===== src/rtl/elevator_if.sv =====
// Panel-side bundle of the elevator controller: floor request strobe in,
// car position and door state out.
interface elevator_if;
    logic [2:0] floor_no;
    logic       ip;
    logic [2:0] curr_floor;
    logic       door;

    modport master (output floor_no, output ip, input curr_floor, input door);
    modport slave  (input floor_no, input ip, output curr_floor, output door);
endinterface


===== src/rtl/elevator.sv =====
// Single-car, 8-floor elevator controller with SCAN (direction-preserving)
// scheduling, timed travel between floors and a timed door dwell per stop.
module elevator #(
    parameter int MOVE_CYCLES = 2,
    parameter int DOOR_CYCLES = 3
) (
    input  logic     clk,
    input  logic     rst_n,
    elevator_if.slave bus
);
    typedef enum logic [1:0] {IDLE, MOVE_UP, MOVE_DOWN, DOOR_OPEN} state_t;
    typedef enum logic {DIR_UP, DIR_DOWN} dir_t;

    localparam int TMAX = (MOVE_CYCLES > DOOR_CYCLES) ? MOVE_CYCLES : DOOR_CYCLES;
    localparam int TW   = (TMAX > 1) ? $clog2(TMAX) : 1;
    localparam logic [TW-1:0] MOVE_LAST = TW'(MOVE_CYCLES - 1);
    localparam logic [TW-1:0] DOOR_LAST = TW'(DOOR_CYCLES - 1);

    state_t        state_r, state_nxt_s;
    dir_t          dir_r, dir_nxt_s;
    logic [7:0]    req_r, req_nxt_s;
    logic [TW-1:0] timer_r, timer_nxt_s;
    logic [2:0]    curr_floor_r, floor_nxt_s;
    logic          door_r, door_nxt_s;
    logic          above_s, below_s, here_s, clear_s;

    assign bus.curr_floor = curr_floor_r;
    assign bus.door       = door_r;

    // Pending-request summary relative to the car position
    always_comb begin
        above_s = 1'b0;
        below_s = 1'b0;
        for (int i = 0; i < 8; i++) begin
            above_s = above_s | (req_r[i] & (3'(i) > curr_floor_r));
            below_s = below_s | (req_r[i] & (3'(i) < curr_floor_r));
        end
        here_s = req_r[curr_floor_r];
    end

    // Next-state, motion and door decisions
    always_comb begin
        state_nxt_s = state_r;
        dir_nxt_s   = dir_r;
        timer_nxt_s = timer_r;
        floor_nxt_s = curr_floor_r;
        door_nxt_s  = door_r;
        clear_s     = 1'b0;
        case (state_r)
            IDLE: begin
                timer_nxt_s = {TW{1'b0}};
                if (here_s) begin
                    state_nxt_s = DOOR_OPEN;
                    door_nxt_s  = 1'b1;
                    clear_s     = 1'b1;
                end else if ((dir_r == DIR_UP) && above_s) begin
                    state_nxt_s = MOVE_UP;
                end else if (below_s) begin
                    state_nxt_s = MOVE_DOWN;
                    dir_nxt_s   = DIR_DOWN;
                end else if (above_s) begin
                    state_nxt_s = MOVE_UP;
                    dir_nxt_s   = DIR_UP;
                end else begin
                    state_nxt_s = IDLE;
                end
            end
            MOVE_UP, MOVE_DOWN: begin
                if (here_s) begin
                    state_nxt_s = DOOR_OPEN;
                    door_nxt_s  = 1'b1;
                    clear_s     = 1'b1;
                    timer_nxt_s = {TW{1'b0}};
                end else if ((state_r == MOVE_UP) ? !above_s : !below_s) begin
                    state_nxt_s = IDLE;
                    timer_nxt_s = {TW{1'b0}};
                end else if (timer_r == MOVE_LAST) begin
                    // Guarded by above/below, so the floor can never wrap
                    floor_nxt_s = (state_r == MOVE_UP) ? curr_floor_r + 3'd1 : curr_floor_r - 3'd1;
                    timer_nxt_s = {TW{1'b0}};
                end else begin
                    timer_nxt_s = timer_r + TW'(1);
                end
            end
            DOOR_OPEN: begin
                if (timer_r == DOOR_LAST) begin
                    door_nxt_s  = 1'b0;
                    state_nxt_s = IDLE;
                    timer_nxt_s = {TW{1'b0}};
                end else begin
                    timer_nxt_s = timer_r + TW'(1);
                end
            end
            default: begin
                state_nxt_s = IDLE;
                door_nxt_s  = 1'b0;
                timer_nxt_s = {TW{1'b0}};
            end
        endcase
    end

    // Request bitmap update; a stop being serviced wins over a same-edge capture
    always_comb begin
        req_nxt_s = req_r;
        if (bus.ip && !((state_r == DOOR_OPEN) && (bus.floor_no == curr_floor_r))) begin
            req_nxt_s[bus.floor_no] = 1'b1;
        end else begin
            req_nxt_s = req_r;
        end
        if (clear_s) begin
            req_nxt_s[curr_floor_r] = 1'b0;
        end else begin
            req_nxt_s = req_nxt_s;
        end
    end

    // State and output registers
    always_ff @(posedge clk or negedge rst_n) begin
        if (!rst_n) begin
            state_r      <= IDLE;
            dir_r        <= DIR_UP;
            req_r        <= 8'd0;
            timer_r      <= {TW{1'b0}};
            curr_floor_r <= 3'd0;
            door_r       <= 1'b0;
        end else begin
            state_r      <= state_nxt_s;
            dir_r        <= dir_nxt_s;
            req_r        <= req_nxt_s;
            timer_r      <= timer_nxt_s;
            curr_floor_r <= floor_nxt_s;
            door_r       <= door_nxt_s;
        end
    end
endmodule


===== src/flat_wrapper.sv =====
// flat-port wrapper written by rule: the top's interface ports become plain ports
module elevator_flat 
#(
    parameter int MOVE_CYCLES = 2,
    parameter int DOOR_CYCLES = 3
)
  (clk, rst_n, bus_floor_no, bus_ip, bus_curr_floor, bus_door);
  elevator_if bus_i ();
  input  logic clk;
  input  logic rst_n;
  input wire logic [$bits(bus_i.floor_no)-1:0] bus_floor_no;
  input wire logic [$bits(bus_i.ip)-1:0] bus_ip;
  output wire logic [$bits(bus_i.curr_floor)-1:0] bus_curr_floor;
  output wire logic [$bits(bus_i.door)-1:0] bus_door;
  assign bus_i.floor_no = bus_floor_no;
  assign bus_i.ip = bus_ip;
  assign bus_curr_floor = bus_i.curr_floor;
  assign bus_door = bus_i.door;
  elevator #(.MOVE_CYCLES(MOVE_CYCLES), .DOOR_CYCLES(DOOR_CYCLES)) u_core (.clk(clk), .rst_n(rst_n), .bus(bus_i));
endmodule

===== config.mk =====
export PLATFORM = sky130hd
export DESIGN_NAME = elevator_flat
export DESIGN_NICKNAME = d
export VERILOG_FILES = /design/src/rtl/elevator_if.sv /design/src/rtl/elevator.sv /design/src/flat_wrapper.sv
export SDC_FILE = /design/constraint.sdc
export NUM_CORES = 1
export LEC_CHECK = 0
export CAP_MARGIN = 40
export CORE_ASPECT_RATIO = 1.5
export CORE_UTILIZATION = 30
export DETAILED_ROUTE_END_ITERATION = 16
export SETUP_SLACK_MARGIN = 0.5
export SYNTH_ARGS = -nofsm -noshare
export SYNTH_HDL_FRONTEND = slang
export SYNTH_SLANG_ARGS = --single-unit

===== constraint.sdc =====
create_clock -name clk -period 4.1 [get_ports clk]
set_input_delay 0.615 -clock clk [delete_from_list [all_inputs] [get_ports clk]]
set_output_delay 0.615 -clock clk [all_outputs]
set_load 0.005 [all_outputs]

Fig. 1: run 1, where the registers sit
Scale: 3 px per um.
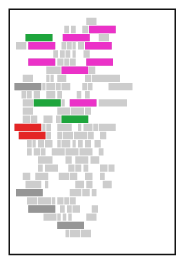
[`u_core.req_r`] magenta | flops: 8
[`u_core.bus.curr_floor`] green | flops: 3
[`u_core.timer_r`] red | flops: 2

Fig. 2: run 1, wires at chosen ports, followed through buffers
Scale: 6 px per um.
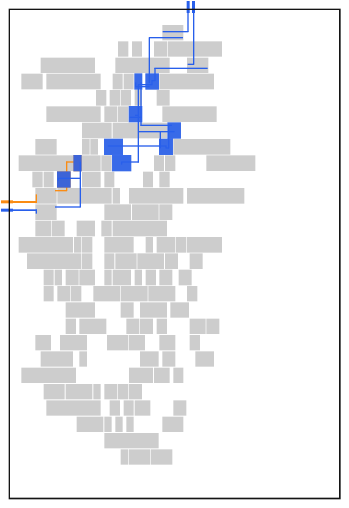
[`bus_floor_no`] blue | bits: 3 | direction: input | edge: 2 top, 1 left | end cells: 9 | buffers: 3 | wire: 121 um
[`bus_ip`] orange | bits: 1 | direction: input | edge: left | end cells: 2 | buffers: 1 | wire: 13.7 um

Fig. 3: run 1, placed standard cells
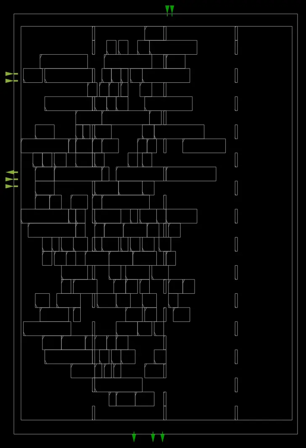
flop count: 17
Final Non-Filler Cells: 186

==> flow_summary.yaml, run 1 <==
# physical design summary
global_route:
  grtUsageMet1_pct: 17.25
  grt_pass1_wl_mm: 5.126
  grt_overflow: 0
finish:
  register_area_um2: 425.4
  top_register: "u_core.req_r"
  comb_share_pct: 54.78
  mi_logic_area_um2: 780.7
  num-nets-final: 158
  signal_buffers: 9
  design_area_um2: 1425
  diodes: 0
  clkbuf_count: 3
  fillCellCount: 427
  seq_share_pct: 29.85
sta:
  max_freq_mhz: 366.6
  setup_viol: 0
  worst_pin_slew_ps: 775.6
  post-route-min-period_ps: 2728
  slew_headroom_pct: 48.13
  fin_ws_ps: 1372
  setup-tns-final_ps: 0
clock_network:
  clkSlewWorstSetupHoldPaths_ps: 70
  htreeDepth: 1
  clock_path_buffers: 2
  cts_resized: 0
synth:
  synthTopCellsByCount: "a21oi_1, dfrtp_1, ha_1, nor2b_1, o21ai_0"
  synthFlopType: "dfrtp_1"
  synthCells: 132
  ys_seq_elements: 17
  largest_area_cell: "dfrtp_1"
  edf_count: 0
  logic_family: "AND-OR/OR-AND gates"
  netlist_area_um2: 1257
  synthSimpleGateAreaFrac_pct: 16.82
  xor_area_share_pct: 2.786
  fp_nets: 148
  ys_seq_share_pct: 33.83
  ys_sh_mux_pct: 8.756
run_status:
  run_status: "finished clean"
power:
  powerSeq_uw: 403
  seq_power_share_pct: 32.5
floorplanning:
  dieWidth_um: 54.86
  core_um2: 3994
  die-area_um2: 4460
  die_h_um: 81.29
placed_design:
  place_ws_ps: 1388
worst_setup_path:
  critical_path.slowest_cell: "dfrtp_1"
  arrival_ps: 2870
  end_kind: "register"
  cpLargestDelayFamily: "flip-flops"
  slowest_delay_ps: 660
drt:
  dr.pass1.iters: 4
  detail_route.wl_per_cell_um: 16.01
  dr_wl_met3_um: 68
  met1_length_mm: 1.179
  routed.top_layer: "met4"
worst_hold_path:
  hold_depth: 1
Fig. 4: run 1, cells coloured by class
Scale: 3 px per um.
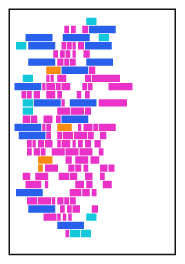

## Run 2: what changed since run 1
==> constraint.sdc (replaced) <==
create_clock -name clk -period 2.35 [get_ports clk]
set_input_delay 0.3525 -clock clk [delete_from_list [all_inputs] [get_ports clk]]
set_output_delay 0.3525 -clock clk [all_outputs]
set_load 0.005 [all_outputs]
Fig. 5: run 2, cells coloured by class
Scale: 3 px per um.
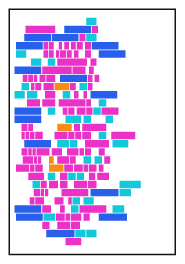
[other buffers and delay cells] cyan | cells: 35
[clock drivers and dummy loads] orange | cells: 4
[flip-flops] blue | cells: 17
[all other logic] magenta | cells: 111

==> run 2 against run 1 <==
  * Final area grew 27%
  * Final cell count grew 14%
  * Flip-flop count is the same
  * Setup slack lost 1200 ps
  * Combinational power grew to 2.9 times the previous value
  * Total power grew 140%
  * Largest power group unchanged
  * Via count grew 14%
  * Maximum frequency grew 26%
==> flow_summary.yaml, run 2 <==
# physical design summary
finish:
  fillCellCount: 387
  diodes: 0
  flops: 17
  clkbuf_count: 3
  num-nets-final: 184
  design_area_um2: 1804
  top_register: "u_core.req_r"
  seq_share_pct: 23.79
  signal_buffers: 35
  drive_gt1_share_pct: 35.33
  final_cell_count_no_fill: 212
  final-nonclk-buf-share_pct: 18.17
  mi_logic_area_um2: 910.9
  register_area_um2: 429.2
  comb_share_pct: 50.49
sta:
  fin_ws_ps: 189.2
  worst_pin_slew_ps: 828.8
  max_freq_mhz: 462.8
  clock_skew_ps: 1.733
  slew_headroom_pct: 44.57
  setup_viol: 0
  setup-tns-final_ps: 0
  post-route-min-period_ps: 2161
synth:
  xor_area_share_pct: 2.786
  largest_area_cell: "dfrtp_1"
  ys_sh_mux_pct: 8.756
  synthSimpleGateAreaFrac_pct: 16.82
  logic_family: "AND-OR/OR-AND gates"
  fp_nets: 148
  edf_count: 0
  netlist_area_um2: 1257
  synthDominantCellAreaShare_pct: 33.83
  ys_seq_share_pct: 33.83
  synthDistinctLibCells: 38
  synthTopCellsByCount: "a21oi_1, dfrtp_1, ha_1, nor2b_1, o21ai_0"
  ys_seq_elements: 17
  synthCells: 132
  synthFlopType: "dfrtp_1"
drt:
  drc_errors: 0
  detail_route.wl_per_cell_um: 16.79
  ant_nets: 0
  dr_wl_met3_um: 94
  met1_length_mm: 1.436
  routed.top_layer: "met4"
  dr.pass1.iters: 4
worst_setup_path:
  cpLargestDelayFamily: "AND-OR/OR-AND gates"
  arrival_ps: 2310
  slowest_delay_ps: 490
  cp-endpoint: "u_core.state_r[1]$_DFFE_PN0P_"
  critPathBufInv: 1
  critPathRequiredTime_ps: 2500
  end_kind: "register"
global_route:
  grt_pass1_vias: 1199
  grtUsageMet1_pct: 21.17
  grt_overflow: 0
  grt_pass1_wl_mm: 5.754
clock_network:
  cts_resized: 29
  clkSlewWorstSetupHoldPaths_ps: 70
  clock_path_buffers: 2
  htreeDepth: 1
worst_hold_path:
  holdPathEnd: "u_core.timer_r[0]$_DFF_PN0_"
  hold_depth: 1
  holdCritPathClass: "register to register"
power:
  powerSeq_uw: 664
  seq_power_share_pct: 22.4
  maxPowerGroup: "combinational cells"
  power_uw: 2959
  p_switching_uw: 1303
floorplanning:
  core_um2: 3994
  die-area_um2: 4460
  dieWidth_um: 54.86
  die_h_um: 81.29
run_status:
  run_status: "finished clean"
Fig. 6: run 2, placed standard cells
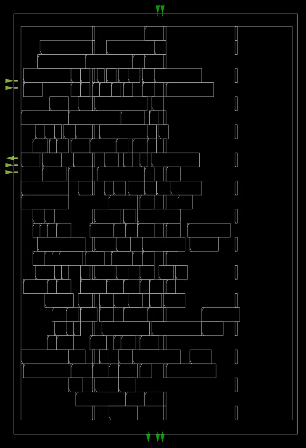

## Run 3: what changed since run 2
--- a/config.mk
+++ b/config.mk
@@ -6,9 +6,10 @@
 export NUM_CORES = 1
 export LEC_CHECK = 0
 export CAP_MARGIN = 40
-export CORE_ASPECT_RATIO = 1.5
+export CORE_ASPECT_RATIO = 1.25
 export CORE_UTILIZATION = 30
 export DETAILED_ROUTE_END_ITERATION = 16
+export GPL_ROUTABILITY_DRIVEN = 1
 export SETUP_SLACK_MARGIN = 0.5
 export SYNTH_ARGS = -nofsm -noshare
 export SYNTH_HDL_FRONTEND = slang
Fig. 7: run 3, placed standard cells
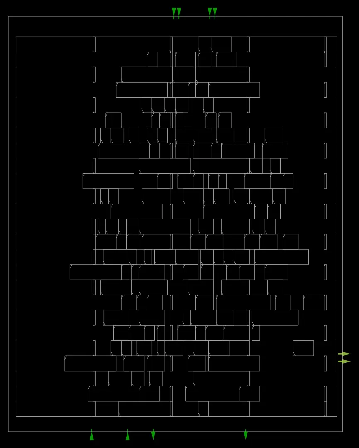
Core Box Area: 3910 um2
Final Non-Filler Cells: 207
Fill cells: 398
row count: 25

==> run 3 against run 2 <==
  * Hold slack lost 23 ps
  * Global-route usage decreased by 2.2 points
  * Highest routed layer unchanged
  * Combinational power decreased by about 20%
  * Critical path type unchanged
  * Critical endpoint unchanged
  * Register-to-register slack worse by 20 ps
==> flow_summary.yaml, run 3 <==
# physical design summary
synth:
  edf_count: 0
  netlist_area_um2: 1257
  synthDominantCellAreaShare_pct: 33.83
  largest_area_cell: "dfrtp_1"
  synthTopCellsByCount: "a21oi_1, dfrtp_1, ha_1, nor2b_1, o21ai_0"
  ys_seq_elements: 17
  synthDistinctLibCells: 38
  synthSimpleGateAreaFrac_pct: 16.82
  ys_sh_mux_pct: 8.756
  xor_area_share_pct: 2.786
  fp_nets: 148
  logic_family: "AND-OR/OR-AND gates"
  ys_seq_share_pct: 33.83
finish:
  signal_buffers: 21
  seq_share_pct: 27.11
  comb_share_pct: 52.09
  mi_logic_area_um2: 824.5
  register_area_um2: 429.2
  num-nets-final: 170
  drive_gt1_share_pct: 22.22
  dominant-cell-class: "multi-input combinational cells"
  final-nonclk-buf-share_pct: 11.62
  diodes: 0
  flops: 17
  top_register: "u_core.req_r"
worst_setup_path:
  cp-endpoint: "u_core.state_r[1]$_DFFE_PN0P_"
  arrival_ps: 2320
  slowest_delay_ps: 430
  cpLargestDelayFamily: "AND-OR/OR-AND gates"
  end_kind: "register"
  critPathBufInv: 2
  critPathRequiredTime_ps: 2490
clock_network:
  clock_path_buffers: 2
  cts_resized: 5
drt:
  met1_length_mm: 1.310
  routed.top_layer: "met4"
  detail_route.wl_per_cell_um: 15.07
  ant_nets: 0
  drc_errors: 0
  dr.pass1.iters: 4
  dr_wl_met3_um: 60
sta:
  fin_ws_ps: 171.0
  setup-tns-final_ps: 0
  setup_viol: 0
  max_freq_mhz: 458.9
  post-route-min-period_ps: 2179
  worst_pin_slew_ps: 431.7
global_route:
  grt_overflow: 0
  grtUsageMet1_pct: 19.33
  grt_pass1_vias: 1145
  grt_pass1_wl_mm: 5.306
power:
  power_uw: 2497
  p_switching_uw: 1130
  seq_power_share_pct: 25.3
  powerSeq_uw: 631
  maxPowerGroup: "combinational cells"
floorplanning:
  dieWidth_um: 59.91
  die-area_um2: 4456
run_status:
  run_status: "finished clean"
worst_hold_path:
  holdCritPathClass: "input port to async pin"
Power figures rest on the tool's default switching activity, not on a simulated workload.
